===== src/rtl/sr_flag_pkg.sv =====
// -----------------------------------------------------------------------------
// sr_flag_pkg
// Shared definitions for the SR flag arbiter:
//   OP_NOP / OP_CLR / OP_SET / OP_TGL : per-requester {s,r} op encodings
//   DEF_N_REQ, DEF_N_FLAG             : default requester count and flag count
// -----------------------------------------------------------------------------
package sr_flag_pkg;

    localparam logic [1:0] OP_NOP = 2'b00;
    localparam logic [1:0] OP_CLR = 2'b01;
    localparam logic [1:0] OP_SET = 2'b10;
    localparam logic [1:0] OP_TGL = 2'b11;

    localparam int DEF_N_REQ  = 4;
    localparam int DEF_N_FLAG = 8;

endpackage : sr_flag_pkg


===== src/rtl/rr_arbiter.sv =====
// -----------------------------------------------------------------------------
// rr_arbiter
// Round-robin arbiter with a registered search pointer.
// Ports:
//   clk  : rising-edge clock
//   rst  : asynchronous active-high reset (ptr -> 0, gnt forced to 0)
//   req  : [N] request vector
//   gnt  : [N] one-hot combinational grant, first req at or after ptr
// Handshake: a requester holds req high until it sees its gnt bit; the
// transaction completes on the rising edge where gnt is high, and ptr then
// moves to one past the winner. With no grant, ptr holds.
// -----------------------------------------------------------------------------
module rr_arbiter #(
    parameter int N = 4
) (
    input  logic         clk,
    input  logic         rst,
    input  logic [N-1:0] req,
    output logic [N-1:0] gnt
);

    localparam int PW = (N > 1) ? $clog2(N) : 1;

    logic [PW-1:0] ptr_q;
    logic [PW-1:0] ptr_d;
    logic          found;
    int            win;

    // Search starting at ptr and wrapping; gnt is gated by rst so an
    // in-flight grant disappears as soon as reset rises.
    always_comb begin
        gnt   = '0;
        found = 1'b0;
        win   = 0;
        ptr_d = ptr_q;
        for (int k = 0; k < N; k++) begin
            if (!rst && !found && req[(int'(ptr_q) + k) % N]) begin
                found = 1'b1;
                win   = (int'(ptr_q) + k) % N;
            end
        end
        if (found) begin
            gnt[win] = 1'b1;
            ptr_d    = PW'((win + 1) % N);
        end
    end

    always_ff @(posedge clk or posedge rst) begin
        if (rst) begin
            ptr_q <= '0;
        end else begin
            ptr_q <= ptr_d;
        end
    end

endmodule : rr_arbiter


===== src/rtl/sr_flag_arbiter.sv =====
// -----------------------------------------------------------------------------
// sr_flag_arbiter
// N_REQ requesters share a bank of N_FLAG set/reset flags. A round-robin
// arbiter picks one requester per cycle; its op is applied to the addressed
// flag on the granting edge.
// Ports:
//   clk       : rising-edge clock
//   rst       : asynchronous active-high reset
//   req_valid : [N_REQ] request pending
//   req_op    : [2*N_REQ] {s,r} per requester, slice i at [2i+1:2i]
//   req_idx   : [N_REQ*IDX_W] target flag index per requester
//   gnt       : [N_REQ] one-hot combinational grant
//   q         : [N_FLAG] registered flag bank
//   done      : one-cycle pulse, a transaction completed last edge
//   done_id   : requester served by the last done (holds otherwise)
//   err       : one-cycle pulse with done, illegal op or index
// Configuration macro: SR_FLAG_TOGGLE_EN -- when defined op 2'b11 toggles the
// flag; otherwise op 2'b11 is illegal (no flag change, err pulses).
// -----------------------------------------------------------------------------
module sr_flag_arbiter
    import sr_flag_pkg::*;
#(
    parameter int N_REQ  = DEF_N_REQ,
    parameter int N_FLAG = DEF_N_FLAG,
    parameter int IDX_W  = 3,
    localparam int ID_W  = (N_REQ > 1) ? $clog2(N_REQ) : 1
) (
    input  logic                     clk,
    input  logic                     rst,
    input  logic [N_REQ-1:0]         req_valid,
    input  logic [2*N_REQ-1:0]       req_op,
    input  logic [N_REQ*IDX_W-1:0]   req_idx,
    output logic [N_REQ-1:0]         gnt,
    output logic [N_FLAG-1:0]        q,
    output logic                     done,
    output logic [ID_W-1:0]          done_id,
    output logic                     err
);

    logic [N_FLAG-1:0] q_q,       q_d;
    logic              done_q,    done_d;
    logic [ID_W-1:0]   done_id_q, done_id_d;
    logic              err_q,     err_d;

    logic              grant;
    logic [1:0]        sel_op;
    logic [IDX_W-1:0]  sel_idx;
    logic [ID_W-1:0]   sel_id;
    logic              idx_bad;
    logic              op_bad;

    rr_arbiter #(.N(N_REQ)) u_rr (
        .clk (clk),
        .rst (rst),
        .req (req_valid),
        .gnt (gnt)
    );

    // Mux the winning requester's op/idx out of the packed request buses.
    always_comb begin
        sel_op  = OP_NOP;
        sel_idx = '0;
        sel_id  = '0;
        for (int i = 0; i < N_REQ; i++) begin
            if (gnt[i]) begin
                sel_op  = req_op[2*i +: 2];
                sel_idx = req_idx[i*IDX_W +: IDX_W];
                sel_id  = ID_W'(i);
            end
        end
    end

    assign grant   = |gnt;
    assign idx_bad = (int'(sel_idx) >= N_FLAG);

`ifdef SR_FLAG_TOGGLE_EN
    assign op_bad = 1'b0;
`else
    assign op_bad = (sel_op == OP_TGL);
`endif

    // At most one flag bit changes: only the granted requester's index is
    // compared, and an illegal op or index leaves the bank untouched.
    always_comb begin
        q_d       = q_q;
        done_d    = grant;
        done_id_d = grant ? sel_id : done_id_q;
        err_d     = grant & (idx_bad | op_bad);
        if (grant && !idx_bad && !op_bad) begin
            for (int f = 0; f < N_FLAG; f++) begin
                if (int'(sel_idx) == f) begin
                    case (sel_op)
                        OP_SET:  q_d[f] = 1'b1;
                        OP_CLR:  q_d[f] = 1'b0;
                        OP_TGL:  q_d[f] = ~q_q[f];
                        default: q_d[f] = q_q[f];
                    endcase
                end
            end
        end
    end

    always_ff @(posedge clk or posedge rst) begin
        if (rst) begin
            q_q       <= '0;
            done_q    <= 1'b0;
            done_id_q <= '0;
            err_q     <= 1'b0;
        end else begin
            q_q       <= q_d;
            done_q    <= done_d;
            done_id_q <= done_id_d;
            err_q     <= err_d;
        end
    end

    assign q       = q_q;
    assign done    = done_q;
    assign done_id = done_id_q;
    assign err     = err_q;

endmodule : sr_flag_arbiter


===== config.mk =====
export PLATFORM = sky130hd
export DESIGN_NAME = sr_flag_arbiter
export DESIGN_NICKNAME = d
export VERILOG_FILES = /design/src/rtl/sr_flag_pkg.sv /design/src/rtl/rr_arbiter.sv /design/src/rtl/sr_flag_arbiter.sv
export SDC_FILE = /design/constraint.sdc
export NUM_CORES = 1
export LEC_CHECK = 0
export CAP_MARGIN = 20
export CORE_ASPECT_RATIO = 1.1
export CORE_MARGIN = 5
export CORE_UTILIZATION = 46
export DETAILED_ROUTE_END_ITERATION = 6
export PLACE_DENSITY = 0.8
export SLEW_MARGIN = 20
export SYNTH_ARGS = -nofsm -noshare
export SYNTH_HDL_FRONTEND = slang
export SYNTH_HIERARCHICAL = 1
export SYNTH_SLANG_ARGS = --single-unit

===== constraint.sdc =====
create_clock -name clk -period 3.5 [get_ports clk]
set_input_delay 0.7 -clock clk [delete_from_list [all_inputs] [get_ports clk]]
set_output_delay 0.7 -clock clk [all_outputs]
set_load 0.02 [all_outputs]

==> flow_summary.ini, run 1 <==
; generated from flow reports
[sta]
layout_worst_path_cycle_share_pct = 97.8
timing.setup.tns_ps = 0
whs_ps = 503
slew_viols_final = 0
finClkSkew_ps = 9.27
setup_violations = 0

[clock_network]
tritoncts = yes
clk_pin_slew_ps = 100
cts_max_path_buffers = 2
cts.sinks = 14
cts_htree_levels = 1
clkLatencyLatePin_ps = 300

[setup_path]
worst_setup_path_startpoint = req_valid[3]
cp-end-kind = output port
critical_path_class = input port to output port
ff2ff_setup_slack_ps = 190
cp.arrival_ps = 2720
worstReg2RegStart = u_rr/ptr_q[0]

[route]
post_drt_via_cell_ratio = 5.87
firstDrtPassIters = 4
detail_route.iter0.violations = 83

[synthesis]
synthesis.area_mm2 = 0.00132
fp_nets = 177
yosysWarningCount = 6
yosys.cell_types.count = 53
post_synth_xor_area_fraction_pct = 0
top_cell = sky130_fd_sc_hd__nand2_1
synth-cells-yosys = 147
numSynthFlops = 14
synth.largest_area_cell = sky130_fd_sc_hd__dfrtp_1
synth-compound-area-share_pct = 29.0

[finish]
layout.cells.non_filler = 253
synth_to_layout_area_growth_pct = 61.1
post_layout_nets = 251

[worst_hold_path]
timing.hold.worst.class = flip-flop to flip-flop
whs_path_depth = 2
hold_path.startpoint = done_id[1]
hold_end = done_id[1]

[status]
status = completed

[floorplan]
design.die.area_mm2 = 0.00404
-- run 1: stage by stage --
| stage | cell area, µm² | total power [mW] | worst slack, ps |
|---|---|---|---|
| finish | 2130 | 1.28 | 78.7 |
| global route | 2130 | 1.37 | -50.1 |
| CTS | 2000 | 1.20 | 10.1 |
| detailed placement | 1930 | 1.06 | -439 |
| global placement | 1930 | 1.03 | -362 |
| floorplan | 1320 | 0.762 | 271 |
-- run 1: worst max path at each step --
stage | slack [ps] | depth (start not counted) | end
floorplan | 270 | 13 | q[0]
global placement | -360 | 8 | gnt[2]
detailed placement | -440 | 15 | q[7]
CTS | 10 | 9 | gnt[1]
global route | -50 | 14 | q[7]
finish | 80 | 9 | gnt[3]
-- run 1: critical path, cell delays in order --
cell and delay, ps:
sky130_fd_sc_hd__clkdlybuf4s50_1 460, sky130_fd_sc_hd__buf_4 180, sky130_fd_sc_hd__or2_1 210, sky130_fd_sc_hd__a21oi_2 150, sky130_fd_sc_hd__o221ai_2 130, sky130_fd_sc_hd__a32o_1 250
sky130_fd_sc_hd__ha_1 170, sky130_fd_sc_hd__and2_1 150, sky130_fd_sc_hd__dlygate4sd2_1 320
-- run 1: what timing repair did --
| item | 4_1_cts | 5_1_grt |
|---|---|---|
| endpoints found under the setup margin | 12 | 13 |
| cloned | 0 | 1 |
| gates resized | 11 | 24 |
| setup buffers | 1 | 4 |
| pin swaps | 1 | 12 |
-- run 1: routing by layer --
layer | routed length, µm | share of wire (%) | vias up | global-route usage [%]
met5 | 0 | 0 | - | 0
li1 | - | - | 701 | -
met4 | 201 | 4.6 | 0 | 8.67
met3 | 240 | 5.4 | 19 | 3.32
met1 | 1680 | 38 | 707 | 23.3
met2 | 2290 | 52 | 59 | 36.9
-- run 1: placed cells by master (no fill, tap or decap), drive strengths merged, types with 3 or more instances in the layout --
| cell | instances |
|---|---|
| buf | 36 |
| clkdlybuf4s50 | 33 |
| nand2 | 19 |
| dfrtp | 14 |
| nor2 | 7 |
| o211ai | 6 |
| inv | 6 |
| o31ai | 6 |
| a21oi | 6 |
| o21ai | 6 |
| nor3b | 5 |
| nor2b | 5 |
| clkbuf | 5 |
| and2 | 5 |
| ha | 4 |
| a32oi | 4 |
| nand3b | 4 |
| mux2i | 4 |
| o22a | 3 |
| dlymetal6s2s | 3 |
| dlygate4sd2 | 3 |
| nand3 | 3 |
| a31oi | 3 |
| nor3 | 3 |
-- run 1: power breakdown --
| group | internal [mW] | total (mW) | switching [mW] |
|---|---|---|---|
| Sequential | 0.209 | 0.287 | 0.0776 |
| Combinational | 0.451 | 0.873 | 0.422 |
| Clock | 0.0635 | 0.125 | 0.0620 |
| Total | 0.723 | 1.28 | 0.562 |
-- run 1: layout make-up --
cell class / count / area (µm²)
Clock buffer: 4 / 36.3
Sequential cell: 14 / 350
Fill cell: 179 / 626
Timing Repair Buffer: 77 / 687
Tap cell: 33 / 41.3
Inverter: 6 / 22.5
Multi-Input combinational cell: 119 / 990
-- run 1: flip-flops by register name, summed over array words and instances (netlist names) --
signal / cells
q: 8
done_id: 2
u_rr/ptr_q: 2
done: 1
err: 1
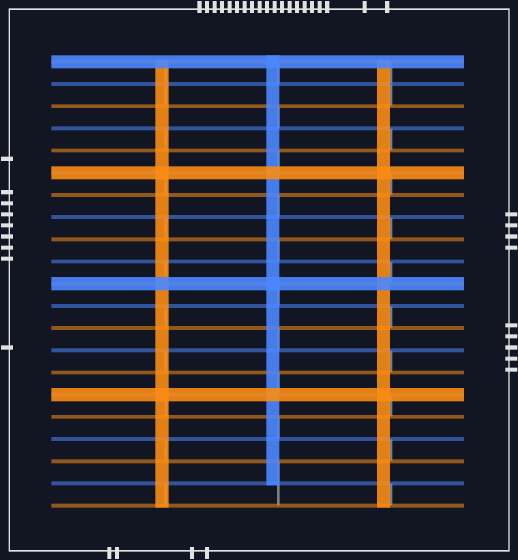
run_1/pdn.png
Pins as bars on the die edge. Tap cells in gray.
Key: orange = VSS; blue = VDD
4 straps on met5. 3 straps on met4.

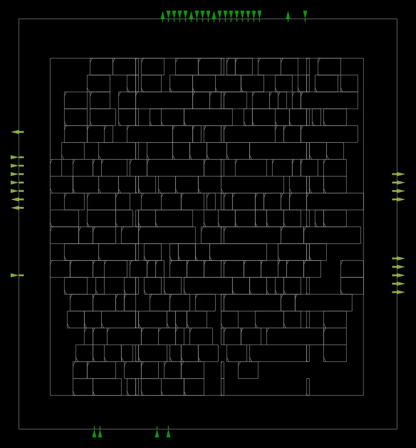
run_1/final_placement.png
area inside the core boundary: 0.00275 mm²
number of filler instances in the final layout: 179
Well Taps: 33
Placement Rows: 20

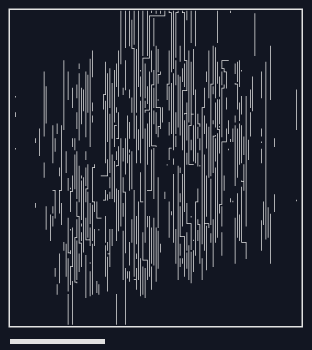
run_1/met2.png
Bar = 20 µm.
226 nets have wire on it. The longest straight run is 37.1 µm. The layer holds 52% of the routed length.
global routing met2 resource utilization: 36.9%
detailed-route wire length: 4410 µm
number of vias after detailed routing: 1486

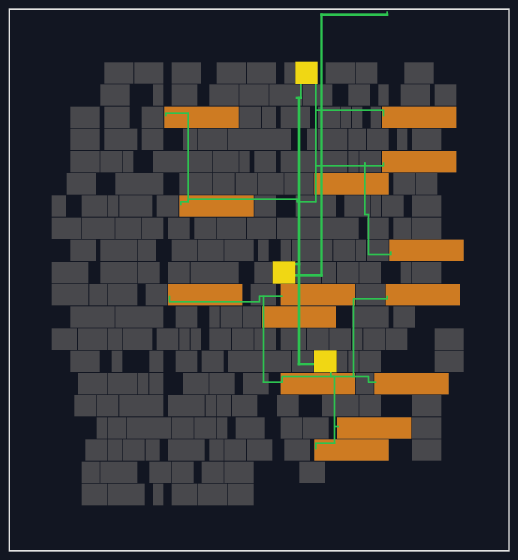
run_1/clock_map.png
Key: yellow = cells driving clock nets [count 3]; orange = flip-flops [count 14]; green = clock wires [length 235 µm]
There are 4 routed clock nets.

==> run 2: changes to the inputs <==
--- a/config.mk
+++ b/config.mk
@@ -11,7 +11,9 @@
 export CORE_UTILIZATION = 46
 export DETAILED_ROUTE_END_ITERATION = 6
 export PLACE_DENSITY = 0.8
-export SLEW_MARGIN = 20
+export RECOVER_POWER = 100
+export SKIP_LAST_GASP = 1
+export SLEW_MARGIN = 40
 export SYNTH_ARGS = -nofsm -noshare
 export SYNTH_HDL_FRONTEND = slang
 export SYNTH_HIERARCHICAL = 1
==> run 2 against run 1 <==
Via count fell by 0.67%. Global-route usage did not move. First-iteration DRC count fell by 9.6%. Die area did not move. Fmax barely moved. Flip-flop count did not move. Clock-buffer cell count did not move. Utilization fell by 0.14 points. Largest power group unchanged. Largest cell class unchanged. Sequential power barely moved.
==> flow_summary.ini, run 2 <==
; generated from flow reports
[worst_hold_path]
hold_end = done_id[1]
whs_path_depth = 2
hold_path.startpoint = done_id[1]
timing.hold.worst.class = flip-flop to flip-flop

[finish]
insertedDiodeCount = 0
final-comb-area_um2 = 990
largest_register_ffs = 8
mostFrequentLayoutCells = sky130_fd_sc_hd__buf_4 (33), sky130_fd_sc_hd__clkdlybuf4s50_1 (21), sky130_fd_sc_hd__nand2_1 (18)
most_frequently_placed_logic_cell_in_the_final_layout = sky130_fd_sc_hd__buf_4
post_layout_nets = 251

[sta]
finClkSkew_ps = 8.50
layout_worst_path_cycle_share_pct = 97.7
slew_viols_final = 0
setup_violations = 0

[setup_path]
ff2ff_setup_slack_ps = 170
cp.arrival_ps = 2720
critical_path_class = input port to output port
cp-end-kind = output port

[synthesis]
yosys.cell_types.count = 53
synth-cells-yosys = 147
synthesis.area_mm2 = 0.00132
numSynthFlops = 14
fp_nets = 177
synth.largest_area_cell = sky130_fd_sc_hd__dfrtp_1

[clock_network]
cts_htree_levels = 1
clk_pin_slew_ps = 100
cts_max_path_buffers = 2
tritoncts = yes
clkLatencyLatePin_ps = 300

[route]
post_drt_via_cell_ratio = 5.83
firstDrtPassIters = 5
detail_route.iter0.violations = 75

[floorplan]
placementRows = 20
core_region_area_mm2 = 0.00275
design.die.area_mm2 = 0.00404

[pwr]
p_int_mw = 0.709
netSwitchingFraction_pct = 44.3
power_frac_comb_pct = 67.6
power_frac_seq_pct = 22.5

[status]
status = completed
-- run 2: metal layers --
metal	track usage (%)	share of wire (%)	wire, µm
met1	23.3	39	1700
met2	36.9	52	2300
met3	3.32	4.8	212
met4	8.67	4.4	193
met5	0	0	0
-- run 2: critical path: stages --
cell and delay, ps:
sky130_fd_sc_hd__clkdlybuf4s50_1 460, sky130_fd_sc_hd__buf_4 180, sky130_fd_sc_hd__or2_1 210, sky130_fd_sc_hd__a21oi_2 150
sky130_fd_sc_hd__o221ai_2 130, sky130_fd_sc_hd__a32o_1 250, sky130_fd_sc_hd__ha_1 170, sky130_fd_sc_hd__and2_1 150
sky130_fd_sc_hd__dlygate4sd2_1 320
-- run 2: cell type report --
cell class	instances	share of cell area [%]
Multi-Input combinational cell	119	46.6
Timing Repair Buffer	77	32.2
Sequential cell	14	16.5
Tap cell	33	1.94
Clock buffer	4	1.71
Inverter	6	1.06
-- run 2: cell families after synthesis --
| kind of cell | after synthesis | synth area share [%] |
|---|---|---|
| buffers and inverters | 15 | 7.39 |
| adders and majority gates | 4 | 3.79 |
| DFF | 14 | 26.5 |
| and+or+nand+nor | 63 | 29.1 |
| AOI/OAI and AO/OA | 46 | 29.0 |
| muxes | 5 | 4.17 |
-- run 2: how the worst max path moves through the flow --
stage | from | endpoint | slack [ps] | cells after the start
after floorplan | req_valid[2] | q[0] | 270 | 13
after global placement | req_valid[1] | gnt[2] | -360 | 8
after detailed placement | req_valid[1] | q[7] | -440 | 15
after CTS | req_valid[3] | gnt[1] | 10 | 9
after global routing | req_valid[3] | q[7] | -50 | 14
final | req_valid[3] | gnt[3] | 80 | 9
-- run 2: what timing repair did --
item	in CTS	in global routing
pin swaps	1	12
setup endpoints to repair	12	13
hold buffers	0	0
buffers inserted	1	4
gates cloned	0	1
gates resized	11	24
-- run 2: power by group through the flow --
stage | clock network (mW) | registers (mW) | logic (mW)
2_1_floorplan | 0 | 0.293 | 0.469
6_report | 0.126 | 0.286 | 0.860
4_1_cts | 0.123 | 0.282 | 0.800
3_3_place_gp | 0 | 0.280 | 0.745
5_1_grt | 0.131 | 0.295 | 0.930
3_5_place_dp | 0 | 0.285 | 0.770
-- run 2: through the flow --
| stage | TNS [ps] | util, % | area, µm² | worst slack (ps) | hold slack (ps) |
|---|---|---|---|---|---|
| 2_1_floorplan | 0 | - | 1320 | 271 | 444 |
| 3_3_place_gp | -3430 | 70.1 | 1930 | -362 | 460 |
| 3_5_place_dp | -4740 | 70.1 | 1930 | -439 | 479 |
| 4_1_cts | 0 | 72.8 | 2000 | 10.1 | 503 |
| 5_1_grt | -171 | 77.1 | 2120 | -50.1 | 538 |
| 6_report | 0 | 77.1 | 2120 | 79.9 | 498 |
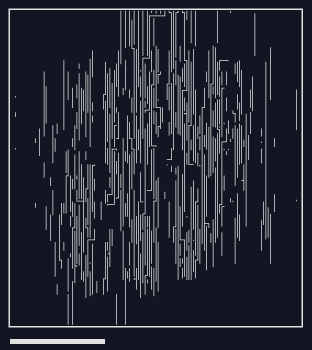
run_2/met2.png
Bar = 20 µm.
detailed-route wire length: 4410 µm
number of vias after detailed routing: 1476

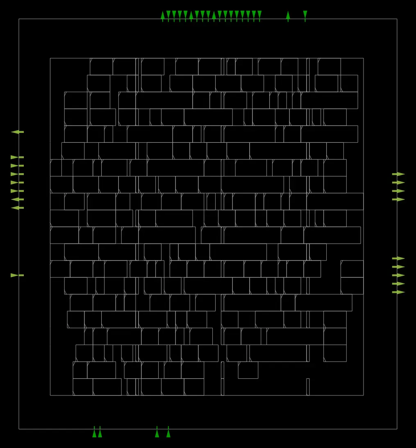
run_2/final_placement.png
number of filler instances in the final layout: 181
flip-flop and latch share of the layout cell area: 16.5%
FF+latch count: 14

Power and IR drop assume default switching activity.
